**config.mk**
```make
export PLATFORM = sky130hd
export DESIGN_NAME = fib_index
export DESIGN_NICKNAME = d
export VERILOG_FILES = /design/src/rtl/fib_pkg.sv /design/src/rtl/fib_index.sv
export SDC_FILE = /design/constraint.sdc
export NUM_CORES = 1
export LEC_CHECK = 0
export ABC_AREA = 1
export CORE_ASPECT_RATIO = 0.75
export CORE_MARGIN = 2
export CORE_UTILIZATION = 40
export CTS_CLUSTER_SIZE = 12
export DETAILED_ROUTE_END_ITERATION = 12
export SLEW_MARGIN = 10
export SYNTH_ARGS = -nofsm -noshare
export SYNTH_HDL_FRONTEND = slang
export SYNTH_SLANG_ARGS = --single-unit
```
**constraint.sdc**
```tcl
create_clock -name clk -period 6.05 [get_ports clk]
set_clock_uncertainty 0.05 [all_clocks]
set_input_delay 1.21 -clock clk [delete_from_list [all_inputs] [get_ports clk]]
set_output_delay 1.21 -clock clk [all_outputs]
set_load 0.005 [all_outputs]
```
**src/rtl/fib_pkg.sv**
```systemverilog
// Shared encodings and constants for the Fibonacci index search.
package fib_pkg;

  localparam int unsigned IDX_W = 4;
  localparam int unsigned VAL_W = 16;

  localparam logic [IDX_W-1:0] IDX_MAX = IDX_W'(15);
  localparam logic [VAL_W-1:0] FIB_MAX = VAL_W'(610);

  typedef enum logic [1:0] {
    IDLE   = 2'd0,
    SEARCH = 2'd1,
    DONE   = 2'd2
  } state_t;

endpackage : fib_pkg

```
**src/rtl/fib_index.sv**
```systemverilog
// Inverse Fibonacci: walks fib(0..15) one term per cycle and reports the
// smallest index whose term equals the sampled value.
module fib_index (
  input  logic        clk,
  input  logic        rst_n,
  input  logic        start,
  input  logic [15:0] value,
  output logic        busy,
  output logic        done,
  output logic        found,
  output logic [3:0]  n
);
  import fib_pkg::*;

  state_t             state_q, state_d;
  logic [VAL_W-1:0]   target_q, target_d;
  logic [VAL_W-1:0]   a_q, a_d;
  logic [VAL_W-1:0]   b_q, b_d;
  logic [IDX_W-1:0]   idx_q, idx_d;
  logic               found_d;
  logic [IDX_W-1:0]   n_d;
  logic               busy_d;
  logic               done_d;

  // Next state, datapath and registered-output next values.
  always_comb begin
    state_d  = state_q;
    target_d = target_q;
    a_d      = a_q;
    b_d      = b_q;
    idx_d    = idx_q;
    found_d  = found;
    n_d      = n;

    case (state_q)
      IDLE: begin
        if (start) begin
          target_d = value;
          a_d      = VAL_W'(0);
          b_d      = VAL_W'(1);
          idx_d    = IDX_W'(0);
          state_d  = SEARCH;
        end
      end
      SEARCH: begin
        if (a_q == target_q) begin
          found_d = 1'b1;
          n_d     = idx_q;
          state_d = DONE;
        end else if ((a_q > target_q) || (idx_q == IDX_MAX)) begin
          found_d = 1'b0;
          n_d     = IDX_W'(0);
          state_d = DONE;
        end else begin
          // fib(16)=987 is the largest b ever formed, so 16 bits never wrap.
          a_d   = b_q;
          b_d   = a_q + b_q;
          idx_d = idx_q + IDX_W'(1);
        end
      end
      DONE: begin
        state_d = IDLE;
      end
      default: begin
        state_d = IDLE;
      end
    endcase

    busy_d = (state_d == SEARCH);
    done_d = (state_d == DONE);
  end

  // State, datapath and output registers.
  always_ff @(posedge clk or negedge rst_n) begin
    if (!rst_n) begin
      state_q  <= IDLE;
      target_q <= VAL_W'(0);
      a_q      <= VAL_W'(0);
      b_q      <= VAL_W'(1);
      idx_q    <= IDX_W'(0);
      busy     <= 1'b0;
      done     <= 1'b0;
      found    <= 1'b0;
      n        <= IDX_W'(0);
    end else begin
      state_q  <= state_d;
      target_q <= target_d;
      a_q      <= a_d;
      b_q      <= b_d;
      idx_q    <= idx_d;
      busy     <= busy_d;
      done     <= done_d;
      found    <= found_d;
      n        <= n_d;
    end
  end

endmodule : fib_index

```
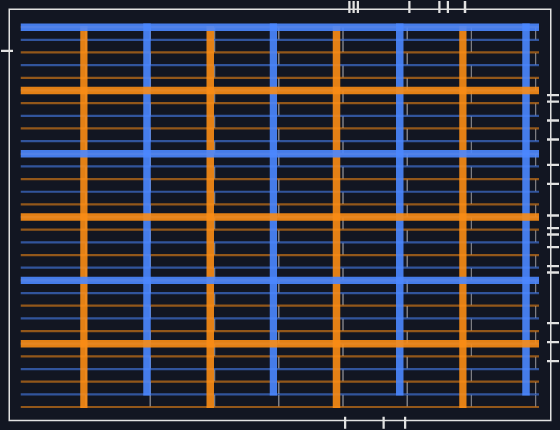
Run 1: floorplan with the power grid
Pins as bars on the die edge. Tap cells in grey.
blue -> VDD
orange -> VSS
tap cells = 128
rows = 30
met4 straps = 8
core area: 9080 sq um
die width: 116 um
VDD IR max: 0.168 mV

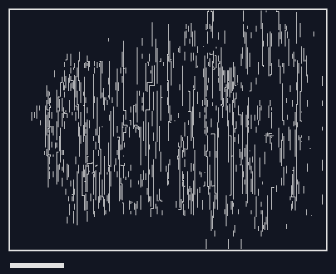
Run 1: met2 routing
Bar = 20 um.
share of all routed wire = 40%
longest straight run = 35.7 um

==> flow_summary.yaml, run 1 <==
# generated from flow reports
pwr:
  power_clock_mw: 0.468
  p_comb_share_pct: 50.0
  p_leak_nw: 2.45
  power_leader: "combinational logic"
  total_power_mw: 2.35
  switching_share_pct: 44.8
  clockPowerShare_pct: 19.9
  switchingPower_mw: 1.05
  pg_seq_mw: 0.708
  powerComb_mw: 1.17
  p_int_mw: 1.30
  seq_power_share_pct: 30.1
  pwr_density_cell_nw_per_um2: 539
timing:
  min_period_over_period_pct: 54.0
  hold_viol_final: 0
  max_slew_margin_pct: 37.3
  slew_violations: 0
  whs_ns: 0.416
  max_freq_ghz: 0.306
  period_minus_slack_ns: 3.27
  fin_tns_setup_ns: 0
  rsz0062_at_grt: "no"
  finalWorstSetupSlack_ns: 2.78
  tightest_slew_ns: 0.940
  finalSetupViolCount: 0
logic_synthesis:
  most_common_cell: "nand2_1"
  yosys.area.top_type_share_pct: 39.9
  topCombFamilyByArea: "simple AND/OR/NAND/NOR gates"
  synth_chip_area_sq_um: 3760
  synthDistinctLibCells: 32
  syn_avg_cell_area_sq_um: 7.74
  synthArstFlopShare_pct: 100
  synthTopCellsByCount: "159 x nand2_1, 60 x dfrtp_1, 58 x inv_1"
  ys_sh_aoi_pct: 5.35
  synth_area_sq_um: 3760
  ys_sh_adder_pct: 11.2
  netlist_instances: 486
  yosys-top-cells-area: "dfrtp_1 40%, nand2_1 16%, ha_1 11%"
  mux_share_pct: 0.299
  ys.flop_type: "dfrtp_1"
  ys_sh_simple_pct: 31.3
  ys_ff: 61
  xor_area_share_pct: 2.79
  ys_cells: 486
  ys_warn_count: 0
  edf_count: 0
  synth_nets: 538
  yosysSeqAreaShare_pct: 40.6
  yosysTopAreaCell: "dfrtp_1"
final_layout:
  inverters_excl_clock: 60
  num-fill-cells: 890
  num-clock-buffers: 12
  final_area_sq_um: 4360
  drive_gt1_share_pct: 7.38
  seq_share_pct: 35.0
  nets: 562
  largest_class: "combinational gates"
  buffer_area_share_pct: 5.96
  utilization_pct: 48.0
  sh_comb_area_pct: 44.0
  clk_share_pct: 6.19
  flop_area_sq_um: 1530
  signal_buffers: 27
  area_growth_pct: 16.0
  n_antenna_cell: 0
  logic_area_sq_um: 1920
  comb_cells: 351
  final_cells: 643
placement:
  dpl_worst_slack_ns: 2.77
  gp_congestion: 0.848
  placed_cell_area_sq_um: 4090
  dp_hpwl_um: 5690
  portBuffers: 25
  dp_cells: 627
route:
  postRouteWirelength_um: 7970
  ant_nets: 0
  viasPerCell: 4.67
  dr.pass1.iters: 4
  wl_per_cell_um: 12.4
  num_vias: 3005
  drt_iter0_markers: 169
  drt_drc_violations_left: 0
die:
  taps: 128
  fp_util_pct: 41.4
  io_pins: 26
  die_area_sq_um: 10200
clock_tree:
  holdBufCountCts: 0
  cts_tree: "built"
  insertion_delay_ns: 0.33
  cts_buffers: 9
  ctsResizeCount: 0
  clkTransAtPathRegs_ns: 0.05
  clockRootBuffer: "clkbuf_16"
  cts_buffer_depth: 2
  post-cts-setup-buffers: 0
  cts.sinks: 61
  htreeDepth: 3
setup_path:
  critPathMaxFanout: 39
  cp.required_ns: 6.27
  critPathCaptureType: "flop"
  startpoint_type: "flop"
  crit_type: "reg -> reg"
  crit_arrival_ns: 3.48
flow_run:
  drv_cap: 0
  warnings: 26
grt:
  grt_max_degree: 62
  grt_pass1_wl_um: 13700
  grt_pass1_vias: 2844
  grt_usage_pct: 17.5
  gr-total-overflow: 0
  antenna_found_initial: 0
min_path:
  worstHoldPathType: "reg -> reg"
status:
  status: "complete, no violations"
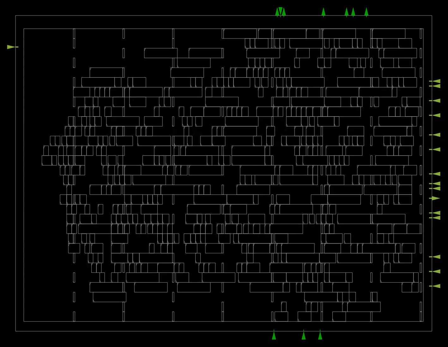
Run 1: placed standard cells
Flop Count: 61
# rows: 30

## run 1: state kept, by name (all words and copies together) (netlist names)
name / flops
a_q: 16
b_q: 16
busy: 1
done: 1
found: 1
idx_q: 4
n: 4
state_q: 2
target_q: 16
## run 1: final timing paths
path	from	end	slack, ns	cells past startpoint
worst max-delay path	a_q[14]	idx_q[3]	2.78	12
worst min-delay path	found	found	0.42	2
worst max register to register	a_q[14]	idx_q[3]	2.78	12
worst min register to register	found	found	0.42	2
max in group asynchronous	rst_n	a_q[5]	4.44	2
min in group asynchronous	rst_n	target_q[6]	0.99	2
## run 1: per-layer routing
| metal | global-route usage (%) | vias up | share of wire, % | wire length [um] |
|---|---|---|---|---|
| met5 | 0 | - | 0 | 0 |
| li1 | - | 1586 | - | - |
| met4 | 5.19 | 0 | 1.5 | 121 |
| met2 | 24.3 | 57 | 40 | 3160 |
| met1 | 25.9 | 1347 | 55 | 4360 |
| met3 | 5.61 | 15 | 4.1 | 330 |
## run 1: placed cells by master, fill, tap and decap left out, types with 2 or more instances in the layout
cell type	netlist	final
dfrtp_1	60	60
a21oi_1	30	30
clkbuf_1	3	2
xor2_1	7	7
nand4_1	2	2
inv_1	58	58
nor2_1	37	37
o21ai_0	3	3
nor3_1	3	3
buf_4	0	2
nand3b_1	2	2
xnor2_1	5	5
clkinv_2	0	3
clkbuf_16	0	9
nand2_2	3	4
nand2_1	159	158
ha_1	32	32
clkdlybuf4s50_1	0	24
nand3_1	46	46
nand3_2	11	11
o21bai_1	3	3
## run 1: worst max-delay path: stages, from the launching register on
cell and delay, ns:
dfrtp_1 0.44, ha_1 0.31, nand2_2 0.11, nor2_4 0.05, nand2_2 0.10, clkinv_1 0.11
a21oi_1 0.13, nand3_1 0.07, nand2_1 0.07, nand3_2 0.70, inv_2 0.82, nand2_1 0.13
nand2_1 0.10
Run 1, routed clock nets over the placement:
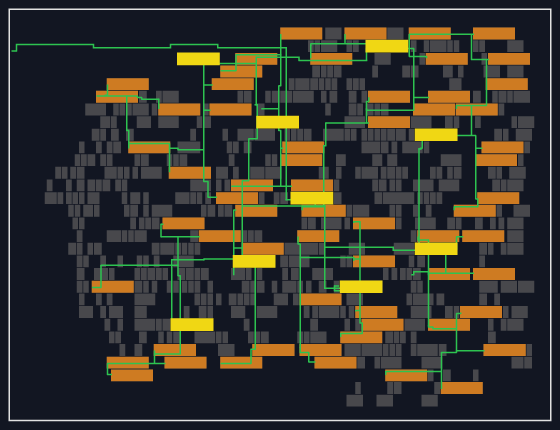

==> run 2: changes to the inputs <==
- clock period: 6.05 -> 2.97 ns (I/O delays scaled with it)
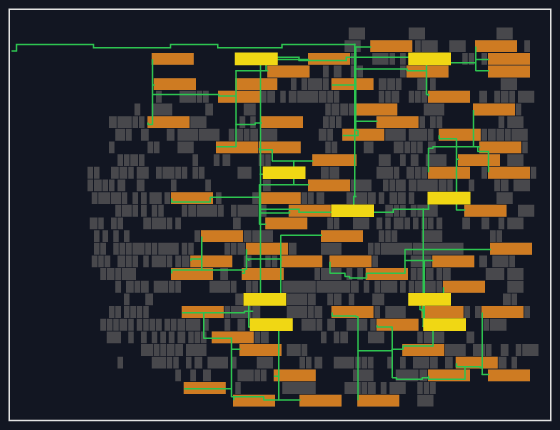
Run 2: routed clock nets over the placement
green -> clock wires  # length 901 um
orange -> flip-flops  # count 61
yellow -> clock-net drivers  # count 9
routed clock nets = 10

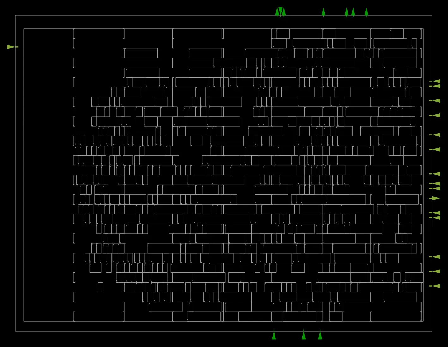
Run 2: placed standard cells
Layout fillers: 876
Seq area share: 34.4%
n_taps: 128
Non-Filler Instances: 647
Final Util: 48.9%

==> run 2 against run 1 <==
Compared with the run above: sequential share of layout area decreased by 0.61 points; routed wire length rose by 3.8%; power grew 110%; critical endpoint is now idx_q[2]; largest cell class unchanged.
==> flow_summary.yaml, run 2 <==
# generated from flow reports
timing:
  max_slew_margin_pct: 58.3
  period_minus_slack_ns: 2.40
  finalWorstSetupSlack_ns: 0.570
  tightest_slew_ns: 0.624
  slew_violations: 0
  fin_tns_setup_ns: 0
  whs_ns: 0.149
  finalSetupViolCount: 0
  min_period_over_period_pct: 80.8
  max_freq_ghz: 0.417
  rsz0062_at_grt: "no"
logic_synthesis:
  ys_cells: 486
  syn_avg_cell_area_sq_um: 7.74
  synthArstFlopShare_pct: 100
  yosysTopAreaCell: "dfrtp_1"
  ys.flop_type: "dfrtp_1"
  yosysSeqAreaShare_pct: 40.6
  yosys-top-cells-area: "dfrtp_1 40%, nand2_1 16%, ha_1 11%"
  ys_ff: 61
  synth_chip_area_sq_um: 3760
  synth_area_sq_um: 3760
  synthTopCellsByCount: "159 x nand2_1, 60 x dfrtp_1, 58 x inv_1"
  most_common_cell: "nand2_1"
  edf_count: 0
  netlist_instances: 486
  synthDistinctLibCells: 32
  synth_nets: 538
  ys_warn_count: 0
  yosys.area.top_type_share_pct: 39.9
pwr:
  power_clock_mw: 1.02
  vdd_drop_max_mv: 0.339
  p_comb_share_pct: 50.9
  pg_seq_mw: 1.44
  p_leak_nw: 2.49
  pwr_density_cell_nw_per_um2: 1130
  powerComb_mw: 2.55
  p_int_mw: 2.81
  switchingPower_mw: 2.20
  total_power_mw: 5.00
  clockPowerShare_pct: 20.4
  switching_share_pct: 43.9
clock_tree:
  insertion_delay_ns: 0.33
  cts_tree: "built"
  cts_buffer_depth: 2
  cts.sinks: 61
  htreeDepth: 3
  clockRootBuffer: "clkbuf_16"
  cts_buffers: 9
  ctsResizeCount: 0
  holdBufCountCts: 0
  post-cts-setup-buffers: 0
status:
  status: "complete, no violations"
setup_path:
  crit_arrival_ns: 2.57
  startpoint_type: "flop"
  crit_start: "a_q[15]"
  critPathMaxFanout: 38
  critPathCaptureType: "flop"
  crit_type: "reg -> reg"
  cp.required_ns: 3.14
  r2r-start: "a_q[15]"
grt:
  gr-total-overflow: 0
  antenna_found_initial: 0
  grt_usage_pct: 18.1
  grt_pass1_wl_um: 14200
  grt_pass1_vias: 2905
  grt_max_degree: 39
route:
  viasPerCell: 4.69
  dr.pass1.iters: 4
  ant_nets: 0
  drt_drc_violations_left: 0
  wl_per_cell_um: 12.8
  postRouteWirelength_um: 8270
  num_vias: 3033
final_layout:
  n_antenna_cell: 0
  final_area_sq_um: 4440
  nets: 566
  drive_gt1_share_pct: 8.29
  area_growth_pct: 18.0
  final_cell_mix: "158 x nand2_1, 60 x dfrtp_1, 58 x inv_1"
  layout_top_cell: "nand2_1"
die:
  die_area_sq_um: 10200
  fp_util_pct: 41.4
  io_pins: 26
  die_x_um: 116
  rows: 30
  coreArea_sq_um: 9080
placement:
  portBuffers: 25
  dp_hpwl_um: 6170
  gp_congestion: 0.832
  placed_cell_area_sq_um: 4150
  dpl_worst_slack_ns: 0.574
flow_run:
  warnings: 26
  drv_cap: 0
## run 2: cell types whose count changed in the layout (fill, tap and decap cells not counted)
cell and change:
clkbuf_1 -1, buf_12 +2, bufinv_16 +1, clkinv_4 -1, buf_4 +2, clkinv_2 +1
## run 2: cells by family after synthesis
logic type | share of synthesized area (%)
AND/OR/NAND/NOR | 31.3
buffers and inverters | 8.44
flip-flops | 40.6
AND-OR/OR-AND | 5.35
adder cells (fa/ha/maj) | 11.2
XOR/XNOR | 2.79
multiplexers | 0.299
## run 2: worst max-delay path, cell delays in order (launching register included)
cell	delay, ns
dfrtp_1	0.44
ha_1	0.34
nand2_2	0.08
nor2_4	0.14
nand2_2	0.10
nor3b_4	0.28
nor2_1	0.08
nand3_2	0.09
buf_4	0.41
nand2_2	0.14
nand2_1	0.09
nand2_1	0.04
## run 2: layout make-up
type | instances | area [sq um]
inverters | 60 | 225
well taps | 128 | 160
multi-input cells | 351 | 1920
clock inverters | 5 | 50.0
flip-flops and latches | 61 | 1530
repair buffers | 31 | 315
clock buffers | 11 | 243
fillers | 876 | 4640
## run 2: final timing paths
kind	to	cells past startpoint	slack, ns
worst min register to register	n[1]	2	0.42
min in group clk	n[1]	2	0.42
worst max-delay path	idx_q[2]	11	0.57
max in group asynchronous	b_q[0]	2	2.03
worst max register to register	idx_q[2]	11	0.57
worst min-delay path	a_q[3]	1	0.15
## run 2: through the flow
stage               std cells  util (%)
finish                    647      48.9
floorplan                 486         -
global route              647      48.9
global placement          631      45.7
CTS                       647      48.9
detailed placement        631      45.7
## run 2: metal layers
metal | share of wire [%] | vias up | GRT usage, %
met5 | 0 | - | 0
met4 | 1.4 | 0 | 6.28
met3 | 5.9 | 12 | 4.91
met2 | 39 | 69 | 25.5
met1 | 53 | 1356 | 26.7
li1 | - | 1596 | -
Run 2, met2 routing:
Bar = 20 um.
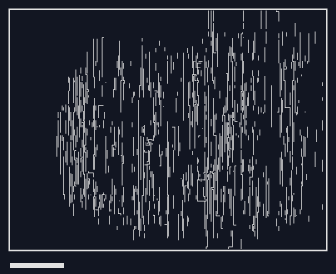

==> run 3: changes to the inputs <==
- clock period: 2.97 -> 2.2 ns (I/O delays scaled with it)
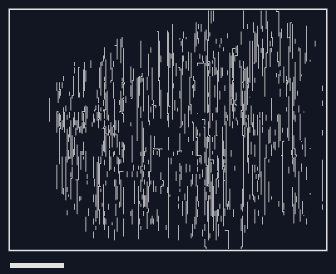
Run 3: met2 routing
Bar = 20 um.
main direction = vertical
share of all routed wire = 41%
wire length on this layer = 3400 um

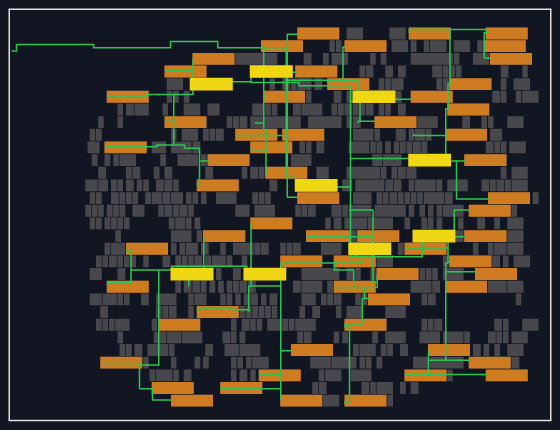
Run 3: routed clock nets over the placement
green -> clock wires  # length 918 um
yellow -> clock-net drivers  # count 9
orange -> flip-flops  # count 61
routed clock nets = 10

==> run 3 against run 2 <==
Compared with the run above: via count is 0.13% lower; sequential share of layout area is 1.0 points lower; first-iteration DRC count is 22% lower; fmax is 17% higher; register-to-register slack worse by 0.43 ns; critical path depth is 1 lower; die area stayed put.
==> flow_summary.yaml, run 3 <==
# generated from flow reports
setup_path:
  r2r-start: "a_q[15]"
  crit_type: "reg -> reg"
  max_stage_delay_ns: 0.44
  ff2ff_setup_slack_ns: 0.14
  critPathCaptureType: "flop"
  reg2reg_to: "b_q[1]"
  cp_common_cell: "nand2_2"
  reg2regPathDepth: 10
  crit_arrival_ns: 2.27
  worstSetupEndpoint: "b_q[1]"
  crit_chain: "ha_4, nand2_2, nor2_4, nand2_2, nor3b_4, nor2_1, nand3_4, buf_8, nand3_1, nand2_1"
  critPathMaxFanout: 23
  crit_slowest_cell: "dfrtp_1"
logic_synthesis:
  synth_chip_area_sq_um: 3760
  synthDistinctLibCells: 32
  ys_ff: 61
  ys.flop_type: "dfrtp_1"
  yosys-top-cells-area: "dfrtp_1 40%, nand2_1 16%, ha_1 11%"
  syn_avg_cell_area_sq_um: 7.74
  yosys.area.top_type_share_pct: 39.9
  edf_count: 0
  yosysTopAreaCell: "dfrtp_1"
  ys_cells: 486
  synthArstFlopShare_pct: 100
final_layout:
  n_antenna_cell: 0
  num-fill-cells: 888
  nets: 574
  area_growth_pct: 21.7
  logic_area_sq_um: 1950
  top_regs: "a_q (16), b_q (16), target_q (16)"
  flop_area_sq_um: 1530
  final_cells: 655
  layout_top_cell: "nand2_1"
clock_tree:
  clkTransAtPathRegs_ns: 0.05
  insertion_delay_ns: 0.33
  cts_buffers: 9
  clockRootBuffer: "clkbuf_16"
  cts_tree: "built"
  cts_buffer_depth: 2
die:
  rows: 30
  coreArea_sq_um: 9080
  io_pins: 26
  die_area_sq_um: 10200
grt:
  antenna_found_initial: 0
  grt_pass1_vias: 2920
  gr-total-overflow: 0
min_path:
  worstHoldPathType: "in -> async"
timing:
  hold_viol_final: 0
  max_slew_margin_pct: 64.0
  finalSetupViolCount: 0
  max_freq_ghz: 0.486
  whs_ns: 0.0436
  slew_violations: 0
flow_run:
  warnings: 26
route:
  top_layer: "met4"
  met3_wirelength_um: 293
  num_vias: 3029
  ant_nets: 0
  wl_per_cell_um: 12.6
  postRouteWirelength_um: 8240
placement:
  portBuffers: 25
status:
  status: "complete, no violations"
pwr:
  p_leak_nw: 2.55
[run 3: critical path: cells and delay by family (launching register included)]
family / cells / cell delay, ns
simple gates: 8 / 0.97
flops: 1 / 0.44
fa+ha+maj: 1 / 0.30
buf+inv: 1 / 0.23
[run 3: where the power goes]
part	switching, mW	internal, mW
sequential	0.339	1.60
combinational	2.21	1.47
clock	0.491	0.898
[run 3: layout make-up]
| cell class | count | area share (%) |
|---|---|---|
| inverters | 60 | 5.08 |
| clock buffers | 11 | 5.30 |
| multi-input cells | 351 | 42.7 |
| flip-flops and latches | 61 | 33.4 |
| well taps | 128 | 3.50 |
| clock inverters | 5 | 1.09 |
| repair buffers | 39 | 9.02 |
[run 3: logic make-up (layout without fill, tap and decap cells)]
logic type | count (synthesis) | in the layout | synth area share, %
AOI/OAI and AO/OA | 38 | 38 | 5.35
xor gates and xnor gates | 12 | 12 | 2.79
adders and majority gates | 33 | 33 | 11.2
buffers and inverters | 74 | 115 | 8.44
DFF | 61 | 61 | 40.6
muxes | 1 | 1 | 0.299
and+or+nand+nor | 267 | 267 | 31.3
[run 3: metrics by stage]
step | setup slack, ns | TNS, ns | power (mW)
floorplan | 0.307 | 0 | 4.60
detailed placement | -0.0372 | -0.437 | 5.37
finish | 0.144 | 0 | 7.02
global route | -0.0267 | -0.316 | 7.74
global placement | 0.00319 | 0 | 5.26
CTS | 0.0667 | 0 | 6.79
[run 3: layer usage]
layer	vias up	global-route usage, %
met5	-	0
met4	0	3.35
met3	7	4.78
met2	36	26.1
met1	1374	25.7
li1	1612	-
[run 3: what timing repair did]
action,in CTS,in global routing
gates resized,1,15
gates cloned,0,1
setup buffers,0,2
endpoints found under the setup margin,33,36
Power and IR drop assume default switching activity.
